Figure 1. Sequential cells coloured by netlist name (run 1).
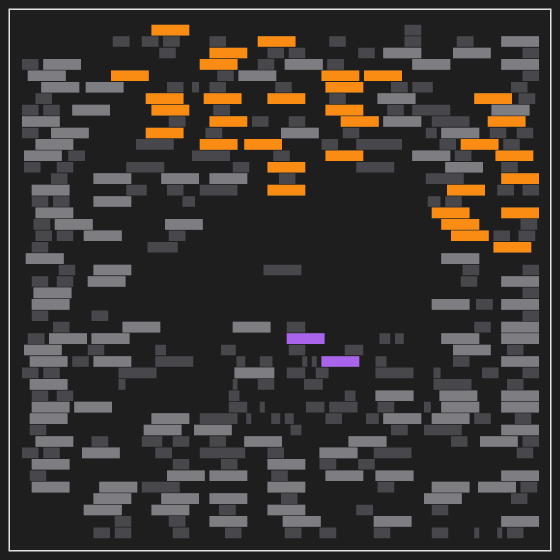
Figure 2. Routing congestion map (run 1).
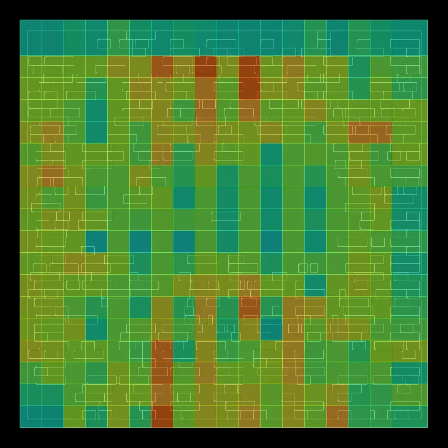
Figure 3. Routed clock nets over the placement (run 1).
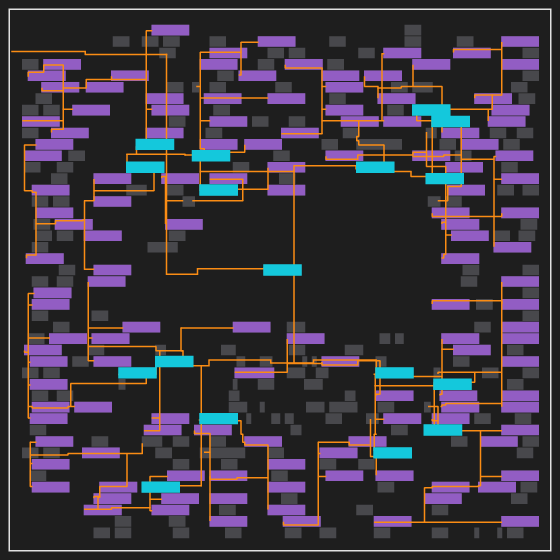
Figure 4. Port wiring (run 1).
The bar under the picture is 50 um long.
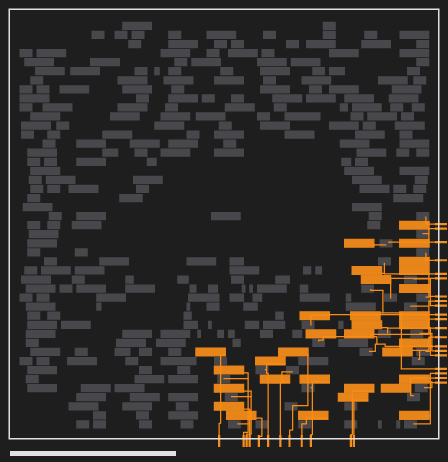
File: src/rtl/ahb_ls_arbiter_if.sv
// Bundle of CPU load/store request channels and the two bridge channels
// seen by ahb_ls_arbiter; slave = arbiter view, master = CPU/bridge view.
interface ahb_ls_arbiter_if;
  logic        ld_req;
  logic [31:0] ld_addr;
  logic        ld_ack;
  logic        ld_done;
  logic        ld_err;
  logic [31:0] ld_data;

  logic        st_req;
  logic [31:0] st_addr;
  logic [31:0] st_data;
  logic        st_ack;
  logic        st_done;
  logic        st_err;

  logic        br_ld_set_busy;
  logic [31:0] br_ld_addr;
  logic        br_ld_busy;
  logic [31:0] br_ld_data;

  logic        br_st_set_busy;
  logic [31:0] br_st_addr;
  logic [31:0] br_st_data;
  logic        br_st_busy;

  modport slave (
    input  ld_req, ld_addr, st_req, st_addr, st_data,
    input  br_ld_busy, br_ld_data, br_st_busy,
    output ld_ack, ld_done, ld_err, ld_data,
    output st_ack, st_done, st_err,
    output br_ld_set_busy, br_ld_addr,
    output br_st_set_busy, br_st_addr, br_st_data
  );

  modport master (
    output ld_req, ld_addr, st_req, st_addr, st_data,
    output br_ld_busy, br_ld_data, br_st_busy,
    input  ld_ack, ld_done, ld_err, ld_data,
    input  st_ack, st_done, st_err,
    input  br_ld_set_busy, br_ld_addr,
    input  br_st_set_busy, br_st_addr, br_st_data
  );
endinterface

File: src/rtl/ahb_ls_arbiter.sv
// Round-robin arbiter steering CPU loads/stores onto two AHB bridges, one transaction at a time.
// Optional WAIT timeout is compiled in with the AHB_LS_ARB_TIMEOUT_EN macro.
module ahb_ls_arbiter #(
  parameter int unsigned TIMEOUT_CYCLES = 255
) (
  input logic             HCLK,
  input logic             HRESETn,
  ahb_ls_arbiter_if.slave bus
);

  typedef enum logic [1:0] {
    S_IDLE  = 2'd0,
    S_ISSUE = 2'd1,
    S_WAIT  = 2'd2,
    S_RESP  = 2'd3
  } state_t;

  state_t      state;
  state_t      state_next;
  logic        sel;
  logic        last_grant;
  logic        grant_vld;
  logic        grant_sel;
  logic        sel_busy;
  logic        wait_done;
  logic        timeout_hit;
  logic [31:0] ld_addr_q;
  logic [31:0] st_addr_q;
  logic [31:0] st_data_q;
  logic [31:0] ld_data_q;

  // On a tie the side that did not win last time is served.
  assign grant_vld = bus.ld_req | bus.st_req;
  assign grant_sel = (bus.ld_req & bus.st_req) ? ~last_grant : bus.st_req;
  assign sel_busy  = sel ? bus.br_st_busy : bus.br_ld_busy;
  assign wait_done = (state == S_WAIT) & (~sel_busy | timeout_hit);

`ifdef AHB_LS_ARB_TIMEOUT_EN
  localparam logic [7:0] TIMEOUT_LIMIT = 8'(TIMEOUT_CYCLES);

  logic [7:0] wait_cnt;
  logic       timed_out;

  assign timeout_hit = (state == S_WAIT) & sel_busy & ((wait_cnt + 8'd1) == TIMEOUT_LIMIT);

  always_ff @(posedge HCLK or negedge HRESETn) begin
    if (!HRESETn) begin
      wait_cnt  <= 8'd0;
      timed_out <= 1'b0;
    end else if (state == S_ISSUE) begin
      wait_cnt  <= 8'd0;
      timed_out <= 1'b0;
    end else if (state == S_WAIT) begin
      wait_cnt  <= wait_cnt + 8'd1;
      timed_out <= timeout_hit;
    end
  end
`else
  assign timeout_hit = 1'b0;
`endif

  // State register and per-transaction control
  always_ff @(posedge HCLK or negedge HRESETn) begin
    if (!HRESETn) begin
      state      <= S_IDLE;
      sel        <= 1'b0;
      last_grant <= 1'b1;
    end else begin
      state <= state_next;
      if ((state == S_IDLE) && grant_vld) begin
        sel <= grant_sel;
      end
      if (state == S_ISSUE) begin
        last_grant <= sel;
      end
    end
  end

  // Next-state logic
  always_comb begin
    state_next = state;
    case (state)
      S_IDLE:  if (grant_vld) state_next = S_ISSUE;
      S_ISSUE: state_next = S_WAIT;
      S_WAIT:  if (wait_done) state_next = S_RESP;
      S_RESP:  state_next = S_IDLE;
      default: state_next = S_IDLE;
    endcase
  end

  // Bridge command and load result registers
  always_ff @(posedge HCLK or negedge HRESETn) begin
    if (!HRESETn) begin
      ld_addr_q <= 32'd0;
      st_addr_q <= 32'd0;
      st_data_q <= 32'd0;
      ld_data_q <= 32'd0;
    end else begin
      if ((state == S_IDLE) && grant_vld) begin
        if (grant_sel) begin
          st_addr_q <= bus.st_addr;
          st_data_q <= bus.st_data;
        end else begin
          ld_addr_q <= bus.ld_addr;
        end
      end
      if (wait_done && !sel) begin
        ld_data_q <= timeout_hit ? 32'd0 : bus.br_ld_data;
      end
    end
  end

  assign bus.br_ld_addr = ld_addr_q;
  assign bus.br_st_addr = st_addr_q;
  assign bus.br_st_data = st_data_q;
  assign bus.ld_data    = ld_data_q;

  // Output decode: pulses come straight from the single-cycle ISSUE/RESP states
  always_comb begin
    bus.ld_ack         = 1'b0;
    bus.st_ack         = 1'b0;
    bus.br_ld_set_busy = 1'b0;
    bus.br_st_set_busy = 1'b0;
    bus.ld_done        = 1'b0;
    bus.st_done        = 1'b0;
    bus.ld_err         = 1'b0;
    bus.st_err         = 1'b0;
    case (state)
      S_ISSUE: begin
        bus.ld_ack         = ~sel;
        bus.br_ld_set_busy = ~sel;
        bus.st_ack         = sel;
        bus.br_st_set_busy = sel;
      end
      S_RESP: begin
        bus.ld_done = ~sel;
        bus.st_done = sel;
`ifdef AHB_LS_ARB_TIMEOUT_EN
        bus.ld_err  = ~sel & timed_out;
        bus.st_err  = sel & timed_out;
`endif
      end
      default: ;
    endcase
  end

  a_ack_single: assert property (@(posedge HCLK) disable iff (!HRESETn)
    (bus.ld_ack | bus.st_ack) |=> !(bus.ld_ack | bus.st_ack));
  a_done_single: assert property (@(posedge HCLK) disable iff (!HRESETn)
    (bus.ld_done | bus.st_done) |=> !(bus.ld_done | bus.st_done));
  a_set_busy_excl: assert property (@(posedge HCLK) disable iff (!HRESETn)
    !(bus.br_ld_set_busy & bus.br_st_set_busy));

endmodule

File: src/flat_wrapper.sv
// flat-port wrapper written by rule: the top's interface ports become plain ports
module ahb_ls_arbiter_flat 
#(
  parameter int unsigned TIMEOUT_CYCLES = 255
)
  (HCLK, HRESETn, bus_ld_req, bus_ld_addr, bus_st_req, bus_st_addr, bus_st_data, bus_br_ld_busy, bus_br_ld_data, bus_br_st_busy, bus_ld_ack, bus_ld_done, bus_ld_err, bus_ld_data, bus_st_ack, bus_st_done, bus_st_err, bus_br_ld_set_busy, bus_br_ld_addr, bus_br_st_set_busy, bus_br_st_addr, bus_br_st_data);
  ahb_ls_arbiter_if bus_i ();
  input logic HCLK;
  input logic HRESETn;
  input wire logic [$bits(bus_i.ld_req)-1:0] bus_ld_req;
  input wire logic [$bits(bus_i.ld_addr)-1:0] bus_ld_addr;
  input wire logic [$bits(bus_i.st_req)-1:0] bus_st_req;
  input wire logic [$bits(bus_i.st_addr)-1:0] bus_st_addr;
  input wire logic [$bits(bus_i.st_data)-1:0] bus_st_data;
  input wire logic [$bits(bus_i.br_ld_busy)-1:0] bus_br_ld_busy;
  input wire logic [$bits(bus_i.br_ld_data)-1:0] bus_br_ld_data;
  input wire logic [$bits(bus_i.br_st_busy)-1:0] bus_br_st_busy;
  output wire logic [$bits(bus_i.ld_ack)-1:0] bus_ld_ack;
  output wire logic [$bits(bus_i.ld_done)-1:0] bus_ld_done;
  output wire logic [$bits(bus_i.ld_err)-1:0] bus_ld_err;
  output wire logic [$bits(bus_i.ld_data)-1:0] bus_ld_data;
  output wire logic [$bits(bus_i.st_ack)-1:0] bus_st_ack;
  output wire logic [$bits(bus_i.st_done)-1:0] bus_st_done;
  output wire logic [$bits(bus_i.st_err)-1:0] bus_st_err;
  output wire logic [$bits(bus_i.br_ld_set_busy)-1:0] bus_br_ld_set_busy;
  output wire logic [$bits(bus_i.br_ld_addr)-1:0] bus_br_ld_addr;
  output wire logic [$bits(bus_i.br_st_set_busy)-1:0] bus_br_st_set_busy;
  output wire logic [$bits(bus_i.br_st_addr)-1:0] bus_br_st_addr;
  output wire logic [$bits(bus_i.br_st_data)-1:0] bus_br_st_data;
  assign bus_i.ld_req = bus_ld_req;
  assign bus_i.ld_addr = bus_ld_addr;
  assign bus_i.st_req = bus_st_req;
  assign bus_i.st_addr = bus_st_addr;
  assign bus_i.st_data = bus_st_data;
  assign bus_i.br_ld_busy = bus_br_ld_busy;
  assign bus_i.br_ld_data = bus_br_ld_data;
  assign bus_i.br_st_busy = bus_br_st_busy;
  assign bus_ld_ack = bus_i.ld_ack;
  assign bus_ld_done = bus_i.ld_done;
  assign bus_ld_err = bus_i.ld_err;
  assign bus_ld_data = bus_i.ld_data;
  assign bus_st_ack = bus_i.st_ack;
  assign bus_st_done = bus_i.st_done;
  assign bus_st_err = bus_i.st_err;
  assign bus_br_ld_set_busy = bus_i.br_ld_set_busy;
  assign bus_br_ld_addr = bus_i.br_ld_addr;
  assign bus_br_st_set_busy = bus_i.br_st_set_busy;
  assign bus_br_st_addr = bus_i.br_st_addr;
  assign bus_br_st_data = bus_i.br_st_data;
  ahb_ls_arbiter #(.TIMEOUT_CYCLES(TIMEOUT_CYCLES)) u_core (.HCLK(HCLK), .HRESETn(HRESETn), .bus(bus_i));
endmodule
File: config.mk
export PLATFORM = sky130hd
export DESIGN_NAME = ahb_ls_arbiter_flat
export DESIGN_NICKNAME = d
export VERILOG_FILES = /design/src/rtl/ahb_ls_arbiter_if.sv /design/src/rtl/ahb_ls_arbiter.sv /design/src/flat_wrapper.sv
export SDC_FILE = /design/constraint.sdc
export NUM_CORES = 1
export LEC_CHECK = 0
export CELL_PAD_IN_SITES_DETAIL_PLACEMENT = 1
export CELL_PAD_IN_SITES_GLOBAL_PLACEMENT = 1
export CORE_MARGIN = 2
export CORE_UTILIZATION = 33
export DETAILED_ROUTE_END_ITERATION = 8
export DONT_BUFFER_PORTS = 1
export PLACE_DENSITY_LB_ADDON = 0.1
export SLEW_MARGIN = 20
export SYNTH_ARGS = -nofsm -noshare
export SYNTH_HDL_FRONTEND = slang
export SYNTH_SLANG_ARGS = --single-unit
File: constraint.sdc
create_clock -name HCLK -period 3.1 [get_ports HCLK]
set_input_delay 0.93 -clock HCLK [delete_from_list [all_inputs] [get_ports HCLK]]
set_output_delay 0.93 -clock HCLK [all_outputs]
set_load 0.02 [all_outputs]
==> flow_results.org, run 1 <==
#+TITLE: Synthesis and PnR summary

** Synth
- Per the synth log, the flip-flop and latch total comes to 132.
- Post-synth cell types :: 20
- Synth area leaders :: dfrtp_1 (64%), mux2_2 (29%), clkbuf_8 (1.6%)
- Per the synth stats, the proportion of register bits with asynchronous set or reset is 1.000.
- Counting instances in the post-synthesis netlist gives the leading cell types as dfrtp_1 (131), mux2_2 (131), buf_4 (10), clkbuf_8 (6), ha_1 (4).
- Top-area cell share :: 0.6404
- Count of library flops with an enable pin :: 0
- Yosys stat counts 301 cells in the synthesized netlist.
- Avg Synthesized Cell Area :: 17.01 um^2
- The share of the Yosys chip area taken by registers is 0.6456.
- Per the post-synthesis report, the number of cells in the design is 301.
- Cell area after synthesis :: 5119 um^2

** Worst setup path
- Reg2reg setup slack :: 1050 ps
- WP data arrival :: 1510 ps
- Max fanout on the critical path was recorded as 4.
- For the worst reg-to-reg path, the startpoint reported by OpenROAD is u_core.state[0].
- Critical Path Start Type :: register
- Worst R2R End :: u_core.bus.br_st_addr[1]
- Critical Setup Path Class :: reg -> out
- Worst R2R Path Depth :: 5

** Power and ir drop
- Share of total power consumed by net switching :: 0.3813
- Fraction of power consumed by sequential logic :: 0.562
- Static Leak :: 2.527 nW
- Proportion of power drawn by combinational gates :: 0.182
- The power report attributes to the clock group a share of 0.256.
- The net switching power in the latest report is 2.943 mW.
- The analysis reports a worst IR drop on VDD of 0.4382 mV.

** CTS
- Clock tree from TritonCTS :: built
- Per the post-CTS timing run, clock transition at the registers of the reported paths is 60 ps.
- Number of buffers created by CTS :: 17
- Post-CTS Setup Bufs :: 0
- The post-CTS hold buffer count recorded in the log is 0.
- The later pin in the worst-skew pair is clocked with a latency of 410 ps.
- The report lists the number of cells resized after CTS as 0.
- Root Driver :: clkbuf_16
- Number of sinks driven by the clock tree :: 132

** Final layout
- Relative to the synthesized area, the layout overhead comes to 14.01%.
- Fin cells :: 510
- Counting the fill cells in the layout gives 1,494.
- Once layout is done, the placed cells without fillers occupy 5836 um^2.

** Floorplanning
- Count of standard-cell rows :: 45
- Area of the chip :: 16,520 um^2
- Height of the die :: 128.5 um
- The floorplan report gives the top-level pin count as 270.

** STA
- Counting endpoints that fail hold in the final report gives 0.
- Fin crit share :: 0.7860
- Time the final worst path needs with I/O delays and setup :: 2437 ps
- RSZ-0062 raised after global routing :: false
- Slew Viols, Final :: 0
- Post-Route Skew :: 4.142 ps
- Min setup slack post-route :: 663.4 ps
- The most critical hold endpoint after final layout shows a slack of 216.1 ps.
- Finish-stage setup viols :: 0

** Drt
- The violation tally recorded at the end of detailed-routing iteration 0 is 71.
- In the log, the iteration count for the first detailed-route pass is 3.

** Placement
- Per the gpl log, the routability congestion estimate is 0.6663.
- Placed standard-cell area :: 5238 um^2
- The wire-length estimate of the detail-placed layout is 7364 um.

** Flow run
- Max-cap violations :: 0
- In this run the tools logged warnings totalling 32.

** Global route
- Antenna violations before repair :: 2
- Via count of the first global-routing pass :: 2,777
- The total overflow left after global routing is 0.
- Largest net degree at the start of global routing :: 133

** Run status
- The run finished with clean final reports.
Back to the opening pictures, Figure 1:
legend:
  orange:
    signal: u_core.bus.br_st_addr
    flops: 32
  purple:
    signal: u_core.state
    flops: 2

Back to the opening pictures, Figure 2:
total global routing track utilization: 0.1230
final routed wire length divided by cell count: 20.35 um
fraction of met2 tracks used by global routing: 0.2046
global routing met3 resource utilization: 0.07443
Top Usage Layer GRT: met2

Back to the opening pictures, Figure 3:
legend:
  orange:
    item: clock wires
    length: 1,750 um
  cyan:
    item: clock drivers
    count: 17
  purple:
    item: flip-flops
    count: 132
routed clock nets: 18
flops lie: spread over the die

Back to the opening pictures, Figure 4:
legend:
  orange:
    port: bus_ld_data
    bits: 32
    direction: output
    end_cells: 32
    wire: 630 um

[run 1: per-layer routing]
metal,up-vias,part of all wire
met3,13,0.12
li1,1062,-
met5,-,0.0015
met2,162,0.51
met1,1261,0.35
met4,2,0.014
[run 1: cell type report]
| class | count | area (um^2) | share of cell area |
|---|---|---|---|
| tap | 188 | 235.2 | 0.04031 |
| antenna | 1 | 2.502 | 0.0004288 |
| clock inverter | 12 | 128.9 | 0.02208 |
| multi-input combinational | 150 | 1644 | 0.2817 |
| sequential | 132 | 3304 | 0.5663 |
| timing repair buffer | 4 | 42.54 | 0.007290 |
| clock buffer | 20 | 466.7 | 0.07997 |
| inverter | 3 | 11.26 | 0.001930 |
[run 1: how the worst max path moves through the flow]
| stage | start | endpoint |
|---|---|---|
| 5_1_grt | u_core.state[1] | bus_br_st_set_busy |
| 3_3_place_gp | bus_ld_req | u_core.bus.br_st_data[3] |
| 6_report | u_core.state[1] | bus_st_ack |
| 4_1_cts | u_core.state[1] | bus_st_ack |
| 3_5_place_dp | bus_ld_req | u_core.bus.br_st_addr[1] |
| 2_1_floorplan | u_core.state[1] | bus_ld_ack |
[run 1: worst max-delay path, stage by stage (launching register included)]
cell and delay (ps):
dfrtp_1 410, inv_1 90, ha_1 190, and2_1 410
[run 1: cell usage in the layout, fill, tap and decap left out]
cell,count
mux2_2,131
dfrtp_1,131
clkbuf_16,17
ha_1,4
clkinv_2,4
inv_1,3
and2_1,3
clkbuf_8,3
clkinvlp_4,3
buf_4,3
conb_1,2
bufinv_16,2
clkinv_4,2
diode_2,1
nor2b_1,1
and2b_1,1
nor3b_4,1
nand2_1,1
nand3_2,1
o211ai_2,1
nor2_1,1
a22oi_2,1
o22a_1,1
a21o_2,1
inv_6,1
buf_12,1
dfstp_2,1
[run 1: state kept, by name, indices dropped and copies added, names as in the netlist]
name	cells
u_core.bus.br_ld_addr	32
u_core.bus.br_st_addr	32
u_core.bus.br_st_data	32
u_core.bus.ld_data	32
u_core.last_grant	1
u_core.sel	1
u_core.state	2
[run 1: power by group through the flow]
| stage | sequential [mW] | combinational [mW] | clock, mW |
|---|---|---|---|
| 2_1_floorplan | 4.12 | 1.33 | 0 |
| 3_3_place_gp | 4.41 | 1.36 | 0 |
| 3_5_place_dp | 4.38 | 1.44 | 0 |
| 4_1_cts | 4.37 | 1.43 | 2.05 |
| 5_1_grt | 4.47 | 1.55 | 2.12 |
| 6_report | 4.34 | 1.40 | 1.98 |
[run 1: logic make-up after synthesis]
logic type                 share of synthesized area
AOI/OAI and AO/OA                           0.008311
adders and majority gates                   0.009778
buffers and inverters                        0.03398
DFF                                           0.6456
muxes                                         0.2882
other                                      0.0007326
and+or+nand+nor                              0.01344
==> run 2, diff against run 1 <==
clock period = 2.3 ns   (was 3.1 ns; I/O delays follow)
Figure 5. Sequential cells coloured by netlist name (run 2).
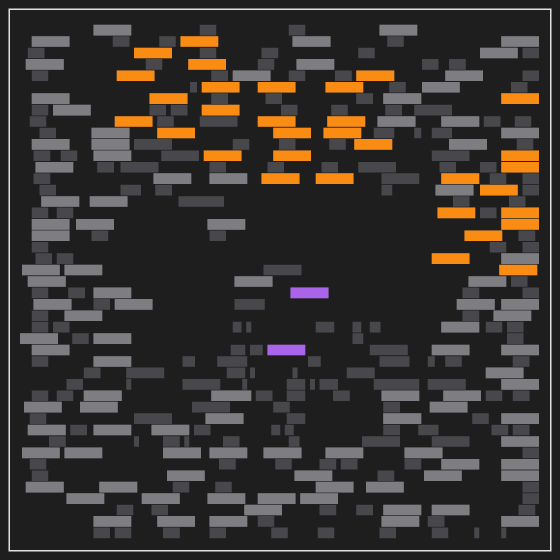
legend:
  purple:
    signal: u_core.state
    flops: 2
  orange:
    signal: u_core.bus.br_st_addr
    flops: 32
not coloured: 98

==> flow_results.org, run 2 <==
#+TITLE: Synthesis and PnR summary

** Worst setup path
- Largest delay share family, worst path :: flip-flops
- Reg-to-reg startpoint :: u_core.state[0]
- Tracing the worst setup path back leads to its startpoint at u_core.state[1].
- Critical Path Start Type :: register
- Per STA, the worst path is made up of inv_1 -> ha_1 -> and2_1.
- For reference, the most critical setup path is categorized as reg -> out.
- Worst R2R Path Depth :: 5 (unchanged)
- The number of buffers and inverters on the critical path is 1 (unchanged).
- The worst setup path is captured at an output port.
- Stage delay of the slowest cell on the critical path :: 410 ps (about the same)
- The critical-path maximum fanout is 4 (unchanged).
- Required time at the endpoint of the critical path :: 1610 ps
- Worst R2R End :: u_core.bus.br_st_addr[31]
- WP data arrival :: 1490 ps (-20 ps)
- Max stage delay cell, worst path :: dfrtp_1
- The worst-case register-to-register setup slack was 560 ps (-490 ps).

** Final layout
- The most common logic cells in the final layout are mux2_2 (131), dfrtp_1 (131), clkbuf_16 (17).
- Antenna Cells :: 0 (-1)
- After the last flow step, the layout net total stands at 446.
- In this run the layout overhead on the synthesized area is reported as 14.35%.
- Combined flip-flop and latch cell area :: 3304 um^2 (unchanged)
- Number of filler cells placed in the layout :: 1,521 (+1.8%)
- The combined area of the multi-input logic cells was 1644 um^2 (unchanged).
- Per the final layout report, the fraction of cells sized above drive strength 1 comes to 0.5296.

** Power and ir drop
- After layout, the design draws a total of 10.43 mW.
- In the power breakdown, the internal column shows 6.485 mW.
- The part of the total power dissipated in sequential elements was 0.561 (about the same).
- The reported leakage power is 2.534 nW (+0.28%).
- The switching power total is 3.944 mW (+34%).
- The clock network fraction of design power came to 0.256 (about the same).
- Power Density :: 1782 nW/um^2
- The relative contribution of combinational cells to total power came to 0.183 (about the same).
- The largest vdd supply drop came to 0.5937 mV (+35%).
- The switching power as a share of total power came to 0.3782 (-0.003067).

** Floorplanning
- At the floorplan stage, the core utilization is reported as 0.3367.
- Area of the chip :: 16,520 um^2 (unchanged)
- The total area inside the core boundary comes to 15,200 um^2.
- The y dimension of the die was 128.5 um (unchanged).
- In this run the horizontal extent of the chip is 128.5 um.
- Boundary pin count :: 270 (unchanged)
- Count of standard-cell rows :: 45 (unchanged)

** Drt
- Final routed wire length divided by cell count :: 20.78 um (+2.1%)
- The routed layout reports a DRC error count of 0.
- The length of the first detailed-routing pass in iterations is 3 (unchanged).
- Total number of vias :: 2,493
- DR vias/cell :: 4.898
- The final layout contains routed wiring with a total length of 10,580 um.
- The count of nets left with antenna violations once routing finished came out at 0.
- Starting DRC count in detailed routing :: 94 (+32%)

** Synth
- Total number of yosys warnings :: 0
- The number of flops mapped to enable cells by yosys was 0 (unchanged).
- Post-synthesis cell type with the largest combined area :: dfrtp_1
- In the post-synthesis netlist, the biggest area contributors are dfrtp_1 (64%), mux2_2 (29%), clkbuf_8 (1.6%).
- Main flop type after synthesis :: dfrtp_1
- Total of flip-flops plus latches after synthesis :: 132 (unchanged)
- Summed standard-cell area reported by yosys :: 5119 um^2
- The cell count after synthesis was 301 (unchanged).
- Post-synth cell types :: 20 (unchanged)
- Avg Synthesized Cell Area :: 17.01 um^2 (unchanged)
- The post-synthesis async set-or-reset flop share is 1.000 (unchanged).
- The sequential share of the synthesized area is 0.6456 (unchanged).
- Commonest cells in the netlist :: dfrtp_1 (131), mux2_2 (131), buf_4 (10), clkbuf_8 (6), ha_1 (4)
- Top-area cell share :: 0.6404 (unchanged)
- Number of cells in the yosys synthesis report :: 301 (unchanged)
- The cell area after synthesis is 5119 um^2 (unchanged).

** CTS
- Number of sinks driven by the clock tree :: 132 (unchanged)
- Maximum number of buffers from clock root to sink :: 2
- Post-CTS Setup Bufs :: 0 (unchanged)
- TritonCTS built the clock tree.
- Number of gates resized after CTS :: 0 (unchanged)
- H-tree levels :: 4
- Late-Pin Clk Latency :: 410 ps (about the same)
- Clk pin slew, worst setup/hold paths :: 50 ps (about the same)
- The root buffer cell chosen for the clock tree is clkbuf_16.
- The total clock buffers created by CTS is 17 (unchanged).

** Flow run
- Max-cap violations :: 0 (unchanged)
- The number of logged tool warnings was 33 (+3.1%).

** Global route
- The number of global-route vias before repair is 2,794 (+0.61%).
- The maximum number of pins on one net before global-route repair came to 133 (unchanged).
- Global-route wire length before repair :: 15,950 um
- The initial antenna violation count was 2 (unchanged).
- The final global-route overflow total was 0 (unchanged).
- Total global routing track utilization :: 0.1282 (+0.005193)

** STA
- The number of hold-slack violations in the final timing report was 24 (+24).
- Timing would allow up to 459.3 MHz.
- The worst clock skew on the final layout was 6.612 ps (+2.470 ps).
- RSZ-0062 raised after global routing :: false
- The worst path needs 2177 ps of the cycle, external delays included.
- The final hold slack came to -20.19 ps (-236.3 ps).
- Final sum of negative setup slack :: 0 ps
- Slew Viols, Final :: 0 (unchanged)
- Dividing the final minimum period by the clock period gives 0.9466.
- Finish-stage setup viols :: 0 (unchanged)

** Run status
- Failing checks :: hold timing
- Result of the run :: finished with violations

** Hold path
- The path class of the tightest hold or removal check is in -> async.

** Placement
- Post-DP HPWL :: 7393 um (+0.40%)
- Final Wtd Congestion :: 0.6963 (+4.5%)
- During placement, the flow inserted port buffers numbering 0.
Figure 6. Routed clock nets over the placement (run 2).
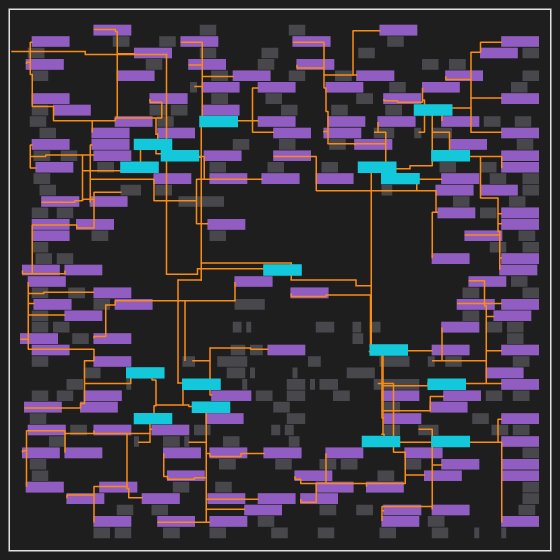
legend:
  cyan:
    item: clock drivers
    count: 17
  purple:
    item: flip-flops
    count: 132
  orange:
    item: clock wires
    length: 1,820 um
routed clock nets: 18
flops lie: spread over the die

run 2: through the flow:
| stage | area (um^2) | worst slack, ps | std cells | util |
|---|---|---|---|---|
| finish | 5853 | 122.8 | 509 | 0.3850 |
| global route | 5853 | 22.33 | 509 | 0.3850 |
| CTS | 5853 | 73.52 | 509 | 0.3850 |
| detailed placement | 5263 | 523.6 | 477 | 0.3462 |
| global placement | 5263 | 551.4 | 477 | 0.3462 |
| floorplan | 5122 | 389.9 | 302 | - |
run 2: final cells by class:
cell class / instances / area share
repair buffers: 4 / 0.01154
multi-input cells: 150 / 0.2809
well taps: 188 / 0.04019
clock buffers: 24 / 0.08401
clock inverters: 8 / 0.01689
inverters: 3 / 0.001924
flip-flops and latches: 132 / 0.5646
run 2: cell families after synthesis:
kind of cell	count (synthesis)	synth area share
flops	132	0.6456
compound gates	4	0.008311
other cells	1	0.0007326
buf+inv	20	0.03398
fa+ha+maj	4	0.009778
simple gates	9	0.01344
mux	131	0.2882
run 2: worst max path at each step:
stage | endpoint | slack (ps) | cells after the start
final | bus_st_ack | 120 | 3
after global routing | bus_br_st_set_busy | 20 | 3
after CTS | bus_st_ack | 70 | 3
after detailed placement | bus_st_ack | 520 | 3
after global placement | bus_br_st_set_busy | 550 | 3
after floorplan | bus_ld_ack | 390 | 4
run 2: power by group through the flow:
stage                     Clock, mW  Sequential [mW]  Combinational [mW]
after floorplan                   0             5.55                1.80
after global placement            0             5.93                1.87
after detailed placement          0             5.91                1.96
after CTS                      2.76             5.90                1.95
after global routing           2.87             6.04                2.12
final                          2.67             5.85                1.91
run 2: layer usage:
metal	GRT usage	vias to the layer above	wire (um)
li1	-	1067	-
met1	0.1403	1248	3881
met2	0.2037	158	5250
met3	0.07318	18	1246
met4	0.05754	2	184
met5	0	-	16
==> run 3, diff against run 2 <==
SETUP_SLACK_MARGIN = 0.05   (was unset)
Figure 7. Sequential cells coloured by netlist name (run 3).
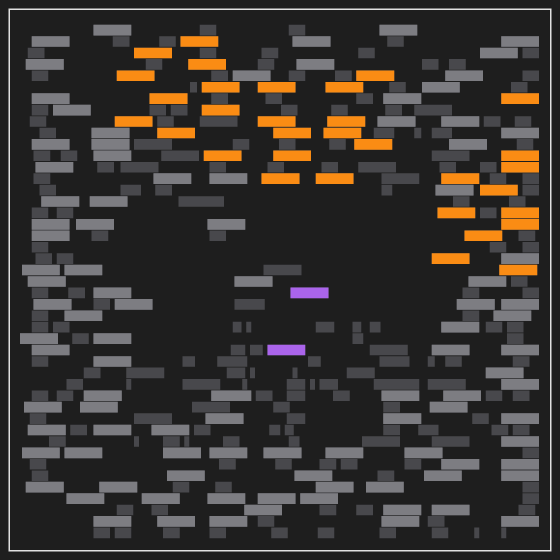
legend:
  orange:
    signal: u_core.bus.br_st_addr
    flops: 32
  purple:
    signal: u_core.state
    flops: 2
not coloured: 98

==> flow_results.org, run 3 <==
#+TITLE: Synthesis and PnR summary

** Flow run
- Max-cap violations :: 0 (unchanged)
- The number of logged tool warnings was 33 (unchanged).

** Floorplanning
- Area of the chip :: 16,520 um^2 (unchanged)
- Core Density at Floorplan :: 0.3367 (unchanged)
- The number of I/O pins was 270 (unchanged).
- The placeable core area came to 15,200 um^2 (unchanged).
- Height of the die :: 128.5 um (unchanged)
- Count of standard-cell rows :: 45 (unchanged)
- The overall die width was 128.5 um (unchanged).

** STA
- Slew Viols, Final :: 0 (unchanged)
- The sum of negative setup slack came to 0 ps (unchanged).
- The number of setup violations in the final report is 0 (unchanged).
- The achievable frequency is 475.2 MHz (+3.5%).
- The portion of the clock cycle consumed by the worst path in the final layout was 0.9149 (-0.03168).
- The final hold slack came to -20.19 ps (unchanged).
- RSZ-0062 raised after global routing :: false
- The number of hold-slack violations in the final timing report is 24 (unchanged).
- The worst clock skew on the final layout came to 6.612 ps (unchanged).
- The minimum period implied by the final worst setup slack is 2104 ps (-72.87 ps).

** Synth
- Total of flip-flops plus latches after synthesis :: 132 (unchanged)
- The area share of the largest cell type after synthesis came to 0.6404 (unchanged).
- The sequential share of the synthesized area was 0.6456 (unchanged).
- Cell area after synthesis :: 5119 um^2 (unchanged)
- dfrtp_1 takes more of the synthesized area than any other cell.
- The number of flops mapped to enable cells by yosys was 0 (unchanged).
- The number of warnings reported in the yosys synthesis log came to 0 (unchanged).
- Post-synth cell types :: 20 (unchanged)
- The synthesis report lists the most area-consuming cells as dfrtp_1 (64%), mux2_2 (29%), clkbuf_8 (1.6%).
- The chip area line of the yosys report was 5119 um^2 (unchanged).
- By count the netlist is led by dfrtp_1 (131), mux2_2 (131), buf_4 (10), clkbuf_8 (6), ha_1 (4).
- Number of cells in the yosys synthesis report :: 301 (unchanged)
- Main flop type after synthesis :: dfrtp_1
- Async set or reset register ratio after synthesis :: 1.000 (unchanged)
- The synthesized area divided by synthesized cell count came to 17.01 um^2 (unchanged).
- Synthesized netlist cell count :: 301 (unchanged)

** Worst setup path
- For the worst reg-to-reg path, the endpoint reported by OpenROAD is u_core.bus.br_st_addr[31].
- STA classifies the critical path startpoint as a register.
- WP data arrival :: 1410 ps (-80 ps)
- Kind of end point of the critical path :: output port
- The length in cells of the worst reg-to-reg path is 5 (unchanged).
- Looking at the reg2reg group, the worst path starts from u_core.state[0].
- The worst-case register-to-register setup slack was 560 ps (about the same).
- Worst-path maximum fanout :: 4 (unchanged)
- The setup path with the least slack is of type reg -> out.
- The critical path ends at bus_br_ld_set_busy.
- Origin of the worst setup path :: u_core.state[1]
- The critical path required time came to 1610 ps (about the same).

** Drt
- Total number of vias :: 2,492 (-0.040%)
- DR vias/cell :: 4.896 (about the same)
- Final routed wire length divided by cell count :: 20.79 um (about the same)
- The length of the first detailed-routing pass in iterations came to 3 (unchanged).
- The total length of routed wires came to 10,580 um (about the same).
- Starting DRC count in detailed routing :: 94 (unchanged)
- The residual DRC count is 0 (unchanged).
- The number of nets still failing antenna checks after routing was 0 (unchanged).

** Final layout
- Count of nets after finishing :: 446 (unchanged)
- The proportion of layout cells with a drive suffix above 1 was 0.5327 (+0.003115).
- Combined flip-flop and latch cell area :: 3304 um^2 (unchanged)
- Commonest cells after routing, fill and taps aside :: mux2_2 (131), dfrtp_1 (131), clkbuf_16 (17)
- The combined area of the multi-input logic cells was 1645 um^2 (about the same).
- Number of filler cells placed in the layout :: 1,520 (-0.066%)
- The count of inserted antenna diode cells came to 0 (unchanged).
- The area growth from synthesis to layout was 14.37% (about the same).

** CTS
- The maximum clock insertion buffer count was 2 (unchanged).
- The source-to-sink clock delay at the later pin of the worst-skew pair is 410 ps (about the same).
- The total clock buffers created by CTS came to 17 (unchanged).
- Root Driver :: clkbuf_16
- The number of H-tree levels was 4 (unchanged).
- Clock tree from TritonCTS :: built
- Number of sinks driven by the clock tree :: 132 (unchanged)
- The clock-pin slew on the worst setup and hold paths was 50 ps (about the same).

** Global route
- Grt met1 use :: 0.1403 (unchanged)
- Global routing put the most usage on met2.
- The met3 track demand over resource came to 0.07318 (unchanged).
- Total gr overflow :: 0 (unchanged)
- Antenna violations before repair :: 2 (unchanged)
- The all-layer global routing usage is 0.1282 (unchanged).
- Via count of the first global-routing pass :: 2,794 (unchanged)
- The global-route wire length before repair was 15,950 um (unchanged).
- The maximum number of pins on one net before global-route repair is 133 (unchanged).
- Fraction of met2 tracks used by global routing :: 0.2037 (unchanged)

** Placement
- Tally of buffers added on design ports :: 0 (unchanged)
- Final Wtd Congestion :: 0.6963 (unchanged)
- Post-DP HPWL :: 7393 um (unchanged)

** Power and ir drop
- The total power density per cell area came to 1782 nW/um^2 (about the same).
- The reported leakage power was 2.535 nW (about the same).
- The largest vdd supply drop was 0.5937 mV (unchanged).

** Run status
- The flow ran to the end, but the final reports show violations.
- Failing checks :: hold timing

** Hold path
- Kind of path behind the tightest hold check :: in -> async
Figure 8. Routed clock nets over the placement (run 3).
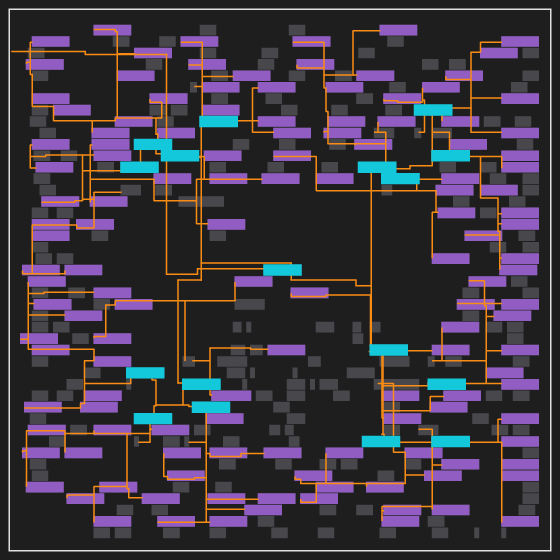
legend:
  cyan:
    item: clock drivers
    count: 17
  orange:
    item: clock wires
    length: 1,820 um
  purple:
    item: flip-flops
    count: 132
flops lie: spread over the die

-- run 3: cell counts after synthesis --
No cell type changed its count.
-- run 3: layout make-up --
class                      count  share of cell area
clock inverter                 8             0.01688
inverter                       3            0.001923
sequential                   132              0.5644
tap                          188             0.04018
timing repair buffer           4             0.01154
clock buffer                  24             0.08399
multi-input combinational    150              0.2810
-- run 3: repair_timing --
action / in CTS / in global routing
endpoints found under the setup margin: 0 / 2
hold endpoints to repair: 131 / 131
gates resized: 0 / 1
buffers inserted: 0 / 0
-- run 3: through the flow --
| stage | power, mW | area (um^2) | utilization | setup slack, ps | instances |
|---|---|---|---|---|---|
| finish | 10.43 | 5854 | 0.3851 | 195.6 | 509 |
| global route | 11.03 | 5854 | 0.3851 | 69.81 | 509 |
| CTS | 10.61 | 5853 | 0.3850 | 73.52 | 509 |
| detailed placement | 7.874 | 5263 | 0.3462 | 523.6 | 477 |
| global placement | 7.798 | 5263 | 0.3462 | 551.4 | 477 |
| floorplan | 7.347 | 5122 | - | 389.9 | 302 |
-- run 3: logic make-up after synthesis --
group                      synth area share
AOI/OAI and AO/OA                  0.008311
adders and majority gates          0.009778
buffers and inverters               0.03398
DFF                                  0.6456
muxes                                0.2882
other                             0.0007326
and+or+nand+nor                     0.01344
-- run 3: worst min-delay path by stage --
stage / start / endpoint / slack (ps)
after floorplan: HRESETn / u_core.bus.br_ld_addr[0] / 390
after global placement: HRESETn / u_core.bus.ld_data[18] / 400
after detailed placement: HRESETn / u_core.bus.ld_data[18] / 400
after CTS: HRESETn / u_core.bus.ld_data[18] / -40
after global routing: HRESETn / u_core.bus.ld_data[18] / -50
final: HRESETn / u_core.bus.ld_data[18] / -20
-- run 3: critical path: stages, from the launching register on --
cell     delay [ps]
dfrtp_1         410
inv_1            90
ha_1            190
nor2b_1         140
buf_4           190
-- run 3: power breakdown --
| part | internal, mW | total [mW] | switching [mW] |
|---|---|---|---|
| Sequential | 3.53 | 5.85 | 2.33 |
| Clock | 1.71 | 2.67 | 0.961 |
| Combinational | 1.25 | 1.91 | 0.657 |
-- run 3: metal layers --
layer | up-vias | share of wire
li1 | 1067 | -
met4 | 2 | 0.017
met2 | 158 | 0.50
met1 | 1247 | 0.37
met3 | 18 | 0.12
met5 | - | 0.0015

==> screenshots <==
M1 wires.
Plate I
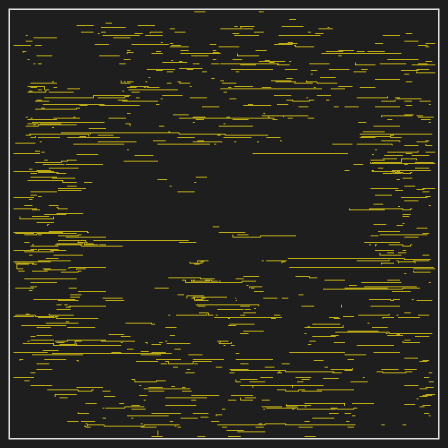
Plate II
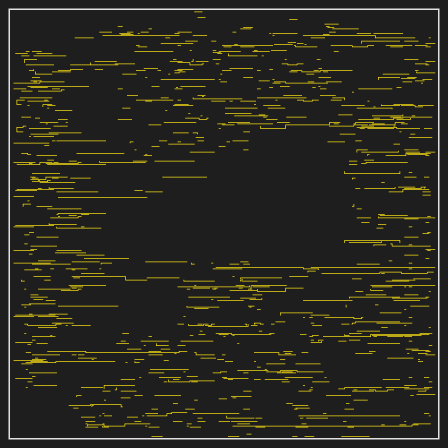
| picture | from |
|---|---|
| Plate II | run 1 |
| Plate I | run 2 |

Key to Plate II:
wire length on this layer: 3,650 um
nets with wire on the layer: 379
main direction: horizontal

Power is estimated from default activity; no workload was simulated.
